==> src/rtl/instr_fetch_unit_pkg.sv <==
// Shared constants for the fetch stage and Ctrl_Unit: instruction layout,
// opcode values and fetch FSM state encodings.
package instr_fetch_unit_pkg;

    localparam int INSTR_W = 32;
    localparam int OPC_MSB = 31;
    localparam int OPC_LSB = 26;
    localparam int OPC_W   = OPC_MSB - OPC_LSB + 1;
    localparam int IMM_W   = 16;

    localparam logic [OPC_W-1:0] OP_NOP  = 6'd0;
    localparam logic [OPC_W-1:0] OP_ALU  = 6'd1;
    localparam logic [OPC_W-1:0] OP_LW   = 6'd2;
    localparam logic [OPC_W-1:0] OP_SW   = 6'd3;
    localparam logic [OPC_W-1:0] OP_BEQ  = 6'd4;
    localparam logic [OPC_W-1:0] OP_JUMP = 6'd5;

    localparam logic [1:0] ST_IDLE  = 2'd0;
    localparam logic [1:0] ST_REQ   = 2'd1;
    localparam logic [1:0] ST_ISSUE = 2'd2;

    // Opcode field of an instruction word.
    function automatic logic [OPC_W-1:0] get_opcode(input logic [INSTR_W-1:0] word);
        return word[OPC_MSB:OPC_LSB];
    endfunction

endpackage

==> src/rtl/instr_fetch_unit_if.sv <==
// Fetch-stage bus: instruction-memory read port plus the issue port to decode.
//
// Handshakes:
//   imem:  imem_req is held with a stable imem_addr until imem_ack; the
//          cycle with imem_req & imem_ack transfers imem_rdata. imem_ack
//          while imem_req is low carries no meaning.
//   issue: instr_valid is held with instr/i_code/pc stable until
//          instr_ready; the cycle with instr_valid & instr_ready transfers
//          the instruction and samples pc_sel. instr_ready while
//          instr_valid is low carries no meaning.
interface instr_fetch_unit_if #(parameter int ADDR_W = 8);
    import instr_fetch_unit_pkg::*;

    logic                imem_req;
    logic [ADDR_W-1:0]   imem_addr;
    logic                imem_ack;
    logic [INSTR_W-1:0]  imem_rdata;
    logic                instr_valid;
    logic                instr_ready;
    logic [INSTR_W-1:0]  instr;
    logic [OPC_W-1:0]    i_code;
    logic [ADDR_W-1:0]   pc;
    logic                pc_sel;

    modport master (
        output imem_req, imem_addr, instr_valid, instr, i_code, pc,
        input  imem_ack, imem_rdata, instr_ready, pc_sel
    );

    modport slave (
        input  imem_req, imem_addr, instr_valid, instr, i_code, pc,
        output imem_ack, imem_rdata, instr_ready, pc_sel
    );

endinterface

==> src/rtl/instr_fetch_unit_next_pc_calc.sv <==
// Next-PC selection: JUMP target, taken-BEQ relative target, or pc+1.
// All arithmetic is ADDR_W wide so it wraps modulo 2^ADDR_W.
module next_pc_calc
    import instr_fetch_unit_pkg::*;
#(
    parameter int ADDR_W = 8
) (
    input  logic [ADDR_W-1:0]  pc,
    input  logic [INSTR_W-1:0] instr,
    input  logic               pc_sel,
    output logic [ADDR_W-1:0]  next_pc
);

    logic [OPC_W-1:0]  opcode;
    logic [ADDR_W-1:0] imm_adj;
    logic [ADDR_W-1:0] pc_inc;
    logic              unused_instr;

    assign opcode       = get_opcode(instr);
    // Sign-extend (or truncate) the 16-bit immediate to PC width.
    assign imm_adj      = ADDR_W'(signed'(instr[IMM_W-1:0]));
    assign pc_inc       = pc + ADDR_W'(1);
    assign unused_instr = ^instr;

    // pc_sel only matters for BEQ; JUMP always wins.
    always_comb begin
        next_pc = pc_inc;
        if (opcode == OP_JUMP) begin
            next_pc = instr[ADDR_W-1:0];
        end else if (opcode == OP_BEQ && pc_sel) begin
            next_pc = pc_inc + imm_adj;
        end
    end

endmodule

==> src/rtl/instr_fetch_unit.sv <==
// Fetch stage: holds the PC, reads one instruction at a time from
// instruction memory and issues it to decode. One instruction in flight.
module instr_fetch_unit
    import instr_fetch_unit_pkg::*;
#(
    parameter int                ADDR_W   = 8,
    parameter logic [ADDR_W-1:0] RESET_PC = {ADDR_W{1'b0}}
) (
    input  logic                clk,
    input  logic                rst_n,
    input  logic                run,
    instr_fetch_unit_if.master  bus,
    output logic [1:0]          state_dbg
);

    logic [1:0]         state;
    logic [ADDR_W-1:0]  pc_q;
    logic [INSTR_W-1:0] instr_q;
    logic [ADDR_W-1:0]  next_pc;

    next_pc_calc #(.ADDR_W(ADDR_W)) u_next_pc_calc (
        .pc      (pc_q),
        .instr   (instr_q),
        .pc_sel  (bus.pc_sel),
        .next_pc (next_pc)
    );

    // Outputs are pure decodes of state and registers.
    assign bus.imem_req    = (state == ST_REQ);
    assign bus.imem_addr   = pc_q;
    assign bus.instr_valid = (state == ST_ISSUE);
    assign bus.instr       = instr_q;
    assign bus.i_code      = get_opcode(instr_q);
    assign bus.pc          = pc_q;
    assign state_dbg       = state;

    // FSM, PC and instruction register; run is looked at only in IDLE and at the issue handshake.
    always_ff @(posedge clk or negedge rst_n) begin
        if (!rst_n) begin
            state   <= ST_IDLE;
            pc_q    <= RESET_PC;
            instr_q <= '0;
        end else begin
            case (state)
                ST_IDLE: begin
                    if (run) state <= ST_REQ;
                end
                ST_REQ: begin
                    if (bus.imem_ack) begin
                        instr_q <= bus.imem_rdata;
                        state   <= ST_ISSUE;
                    end
                end
                ST_ISSUE: begin
                    if (bus.instr_ready) begin
                        pc_q  <= next_pc;
                        state <= run ? ST_REQ : ST_IDLE;
                    end
                end
                default: state <= ST_IDLE;
            endcase
        end
    end

endmodule

==> src/flat_wrapper.sv <==
// flat-port wrapper written by rule: the top's interface ports become plain ports
module instr_fetch_unit_flat import instr_fetch_unit_pkg::*;
#(
    parameter int                ADDR_W   = 8,
    parameter logic [ADDR_W-1:0] RESET_PC = {ADDR_W{1'b0}}
)
  (clk, rst_n, run, state_dbg, bus_imem_req, bus_imem_addr, bus_instr_valid, bus_instr, bus_i_code, bus_pc, bus_imem_ack, bus_imem_rdata, bus_instr_ready, bus_pc_sel);
  instr_fetch_unit_if #(.ADDR_W(ADDR_W)) bus_i ();
  input  logic clk;
  input  logic rst_n;
  input  logic run;
  output logic [1:0] state_dbg;
  output wire logic [$bits(bus_i.imem_req)-1:0] bus_imem_req;
  output wire logic [$bits(bus_i.imem_addr)-1:0] bus_imem_addr;
  output wire logic [$bits(bus_i.instr_valid)-1:0] bus_instr_valid;
  output wire logic [$bits(bus_i.instr)-1:0] bus_instr;
  output wire logic [$bits(bus_i.i_code)-1:0] bus_i_code;
  output wire logic [$bits(bus_i.pc)-1:0] bus_pc;
  input wire logic [$bits(bus_i.imem_ack)-1:0] bus_imem_ack;
  input wire logic [$bits(bus_i.imem_rdata)-1:0] bus_imem_rdata;
  input wire logic [$bits(bus_i.instr_ready)-1:0] bus_instr_ready;
  input wire logic [$bits(bus_i.pc_sel)-1:0] bus_pc_sel;
  assign bus_imem_req = bus_i.imem_req;
  assign bus_imem_addr = bus_i.imem_addr;
  assign bus_instr_valid = bus_i.instr_valid;
  assign bus_instr = bus_i.instr;
  assign bus_i_code = bus_i.i_code;
  assign bus_pc = bus_i.pc;
  assign bus_i.imem_ack = bus_imem_ack;
  assign bus_i.imem_rdata = bus_imem_rdata;
  assign bus_i.instr_ready = bus_instr_ready;
  assign bus_i.pc_sel = bus_pc_sel;
  instr_fetch_unit #(.ADDR_W(ADDR_W), .RESET_PC(RESET_PC)) u_core (.clk(clk), .rst_n(rst_n), .run(run), .bus(bus_i), .state_dbg(state_dbg));
endmodule
==> config.mk <==
export PLATFORM = sky130hd
export DESIGN_NAME = instr_fetch_unit_flat
export DESIGN_NICKNAME = d
export VERILOG_FILES = /design/src/rtl/instr_fetch_unit_pkg.sv /design/src/rtl/instr_fetch_unit_if.sv /design/src/rtl/instr_fetch_unit_next_pc_calc.sv /design/src/rtl/instr_fetch_unit.sv /design/src/flat_wrapper.sv
export SDC_FILE = /design/constraint.sdc
export NUM_CORES = 1
export LEC_CHECK = 0
export ABC_AREA = 1
export CELL_PAD_IN_SITES_DETAIL_PLACEMENT = 1
export CELL_PAD_IN_SITES_GLOBAL_PLACEMENT = 2
export CORE_ASPECT_RATIO = 1.2
export CORE_MARGIN = 2
export CORE_UTILIZATION = 25
export DETAILED_ROUTE_END_ITERATION = 7
export PLACE_DENSITY_LB_ADDON = 0.1
export RECOVER_POWER = 50
export SYNTH_ARGS = -nofsm -noshare
export SYNTH_HDL_FRONTEND = slang
export SYNTH_SLANG_ARGS = --single-unit
export TNS_END_PERCENT = 100
==> constraint.sdc <==
create_clock -name clk -period 2.68 [get_ports clk]
set_input_delay 0.536 -clock clk [delete_from_list [all_inputs] [get_ports clk]]
set_output_delay 0.536 -clock clk [all_outputs]
set_load 0.1 [all_outputs]
==> flow_summary_export.csv <==
group,metric,value,unit
status,outcome,"completed",
yosys,yosys.area_share.simple,19.1,%
timing,setup-violations-final,0,
grt,grt_remaining_overflow,0,
timing,fmax,432,MHz
yosys,ys_area,2400,um2
detailed_routing,viasPerCell,4.33,
layout,area_growth,39.5,%
critical_path,cp_cell_sequence,"ha_1 > nand3_1 > nand3b_1 > xnor2_1 > ha_1 > nand2_1 > inv_1 > a21oi_1 > nand2_1 > nand2_1 > nand3_1 > nand2_1 > nand3_1 > nand2_1 > nand2_1",
yosys,mux_share,11.7,%
critical_path,startpoint,"u_core.bus.imem_addr[1]$_DFFE_PN0P_",
timing,period_used_share,86.5,%
floorplanning,floorplanUtilization,25.5,%
critical_path,cp-start-kind,"flop",
detailed_routing,wl_met3,406,um
place,placement.io_buffers,95,
floorplanning,die_h,111,um
detailed_routing,drt-total-wl,6690,um
detailed_routing,vias,2003,
yosys,yosysTopAreaCell,"dfrtp_1",
critical_path,cpMostUsedCell,"nand2_1",
floorplanning,ios,96,
floorplanning,die_x,93.5,um
clock_network,numCtsBuffers,5,
yosys,synth_nets,299,
yosys,ys_seq_share,43.8,%
detailed_routing,top_layer_used,"met4",
clock_network,path_clk_slew,0.07,ns
clock_network,clk_latency,0.29,ns
layout,fillers,1127,
critical_path,critical_path_class,"flop to flop",
place,gp_congestion,0.788,
grt,grt.total_usage,13.6,%
clock_network,cts_root_buffer,"clkbuf_16",
layout,ff_count,42,
yosys,top_cells_by_count,"50 x nand2_1, 42 x dfrtp_1, 25 x mux2_1, 20 x inv_1",
yosys,synthArstFlopShare,100,%
timing,fin_worst_skew,0.00540,ns
layout,clock_area_share,4.96,%
clock_network,cts_tree,"yes",
yosys,synth_area,2400,um2
job,drv_cap,0,
layout,mi_logic_area,1120,um2
floorplanning,die_area,10400,um2
critical_path,slowest_stage,"dfrtp_2",
min_path,hold_class,"primary input to async pin",
job,openroad.warnings,28,
yosys,ys_seq_elements,42,
detailed_routing,first_pass_iters,4,
layout,antennaDiodeCount,0,
place,dp_cells,455,
layout,drive_above_1_share,20.0,%
yosys,adder_share,5.52,%
yosys,yosysMostFrequentCell,"nand2_1",
yosys,edf_count,0,
clock_network,cts_htree_levels,2,
grt,antenna_found_initial,0,
yosys,ys_cells,251,
floorplanning,core-area,9420,um2
critical_path,reg2reg_from,"u_core.bus.imem_addr[1]$_DFFE_PN0P_",
critical_path,required,2.86,ns
layout,largest_reg_flops,32,
critical_path,worst-path-max-fanout,5,
yosys,logic_family,"simple AND/OR/NAND/NOR gates",
floorplanning,rows,39,
yosys,ys_warn_count,0,
floorplanning,n_tap_cell,123,
layout,buffer_area_share,22.5,%
yosys,ys_types,35,
yosys,top_cells_by_area,"dfrtp_1 44%, mux2_1 12%, nand2_1 7.8%",
clock_network,hold_buffers,0,
yosys,ys_sh_xor,2.92,%
yosys,flop_cell,"dfrtp_1",
detailed_routing,antenna_left,0,
yosys,yosysTopAreaCellShare,43.8,%
detailed_routing,wl_met2,3450,um
grt,grt_pass1_wl,10900,um
layout,regArea,1050,um2
place,dpl.hpwl,5300,um
timing,hold_viol,0,
timing,tightest_slew,1.19,ns
layout,largest_class,"logic gates",
grt,grt_pass1_vias,2129,
timing,period_minus_slack,2.32,ns
layout,inv_count,27,
clock_network,post_cts_buffers,0,
clock_network,cts_resized,0,
layout,clock_buffers,6,
clock_network,clock-sinks,42,
critical_path,critPathCaptureType,"flop",
layout,n_all_buffers,100,
clock_network,cts_buffer_depth,2,
timing,rsz0062_at_grt,"false",
critical_path,cp_num_buf_inv,1,
layout,logic_gate_count,163,
detailed_routing,drc,0,
timing,finalSetupTns,0,ns
layout,finalNetCount,387,
detailed_routing,m1WireLength,2700,um
layout,seq_area_share,31.4,%
yosys,synth-compound-area-share,7.24,%
detailed_routing,wl_per_cell,14.4,um
critical_path,critPathMaxStageDelay,0.40,ns
detailed_routing,drtIter0Drc,18,
critical_path,arrival,2.50,ns
placed cells by master (no fill, tap or decap), types with 2 or more instances in the layout:
cell and instances:
a21o_1 2, a21oi_1 15, a21oi_2 2, buf_4 37
clkbuf_1 27, clkbuf_16 5, clkdlybuf4s50_1 35, dfrtp_1 40
dfrtp_2 2, ha_1 9, inv_1 20, inv_2 6
mux2_1 25, nand2_1 50, nand3_1 13, nor2_1 13
nor2_4 3, o21ai_0 2, o21ai_1 6, xnor2_1 5
xor2_1 3
per-stage QoR:
| stage | utilization, % | setup slack (ns) | hold slack [ns] | cell area [um2] |
|---|---|---|---|---|
| floorplan | - | -0.0780 | 0.240 | 2410 |
| global placement | 34.9 | 0.380 | 0.398 | 3290 |
| detailed placement | 34.9 | 0.314 | 0.400 | 3290 |
| CTS | 36.7 | 0.302 | 0.0872 | 3460 |
| global route | 35.6 | 0.0529 | 0.201 | 3350 |
| finish | 35.6 | 0.363 | 0.169 | 3350 |
worst paths after layout:
kind	to	slack, ns	depth (start not counted)
max in group asynchronous	u_core.bus.imem_addr[1]$_DFFE_PN0P_	1.12	2
max reg2reg	u_core.bus.imem_addr[7]$_DFFE_PN0P_	0.36	15
min in group clk	u_core.bus.instr[20]$_DFFE_PN0P_	0.49	1
max	u_core.bus.imem_addr[7]$_DFFE_PN0P_	0.36	15
min reg2reg	u_core.bus.instr[20]$_DFFE_PN0P_	0.49	1
min	u_core.bus.instr[11]$_DFFE_PN0P_	0.17	1
metal layers:
metal	vias to the layer above	GRT usage, %
met1	960	15.9
met4	0	5.10
li1	977	-
met5	-	0
met3	10	3.72
met2	56	23.6
==> images/logic_types.png <==
The bar under the picture is 20 um long.
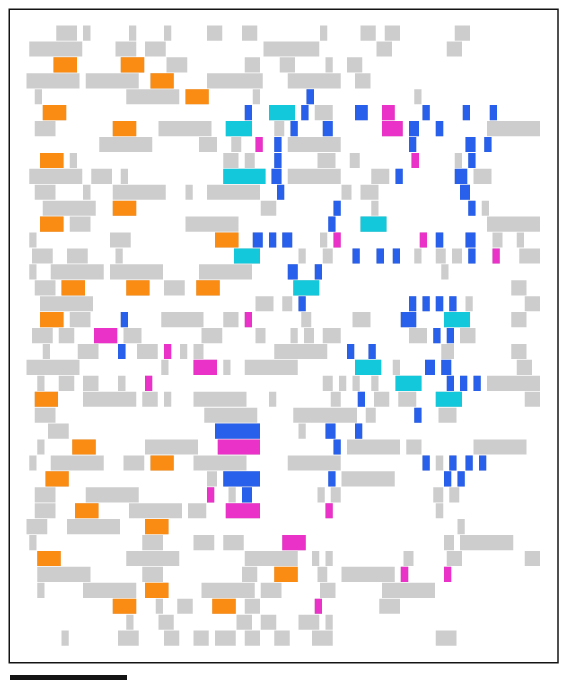
- cyan: fa/ha/maj cells (cells 10; most used ha_1)
- magenta: nor cells (cells 20; most used nor2_1)
- blue: nand cells (cells 68; most used nand2_1)
- orange: mux cells (cells 25; most used mux2_1)
fraction of area in multi-input gates: 33.4%
most numerous logic cell after layout: nand2_1
fin cells: 463

==> images/layer_met3.png <==
The bar under the picture is 20 um long. Cells faint in the background.
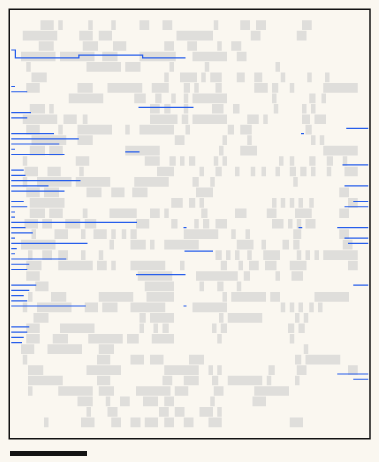
- wire length on this layer: 407 um
- longest straight run: 32.4 um
- main direction: horizontal
- nets with wire on the layer: 51
- share of all routed wire: 6.1%

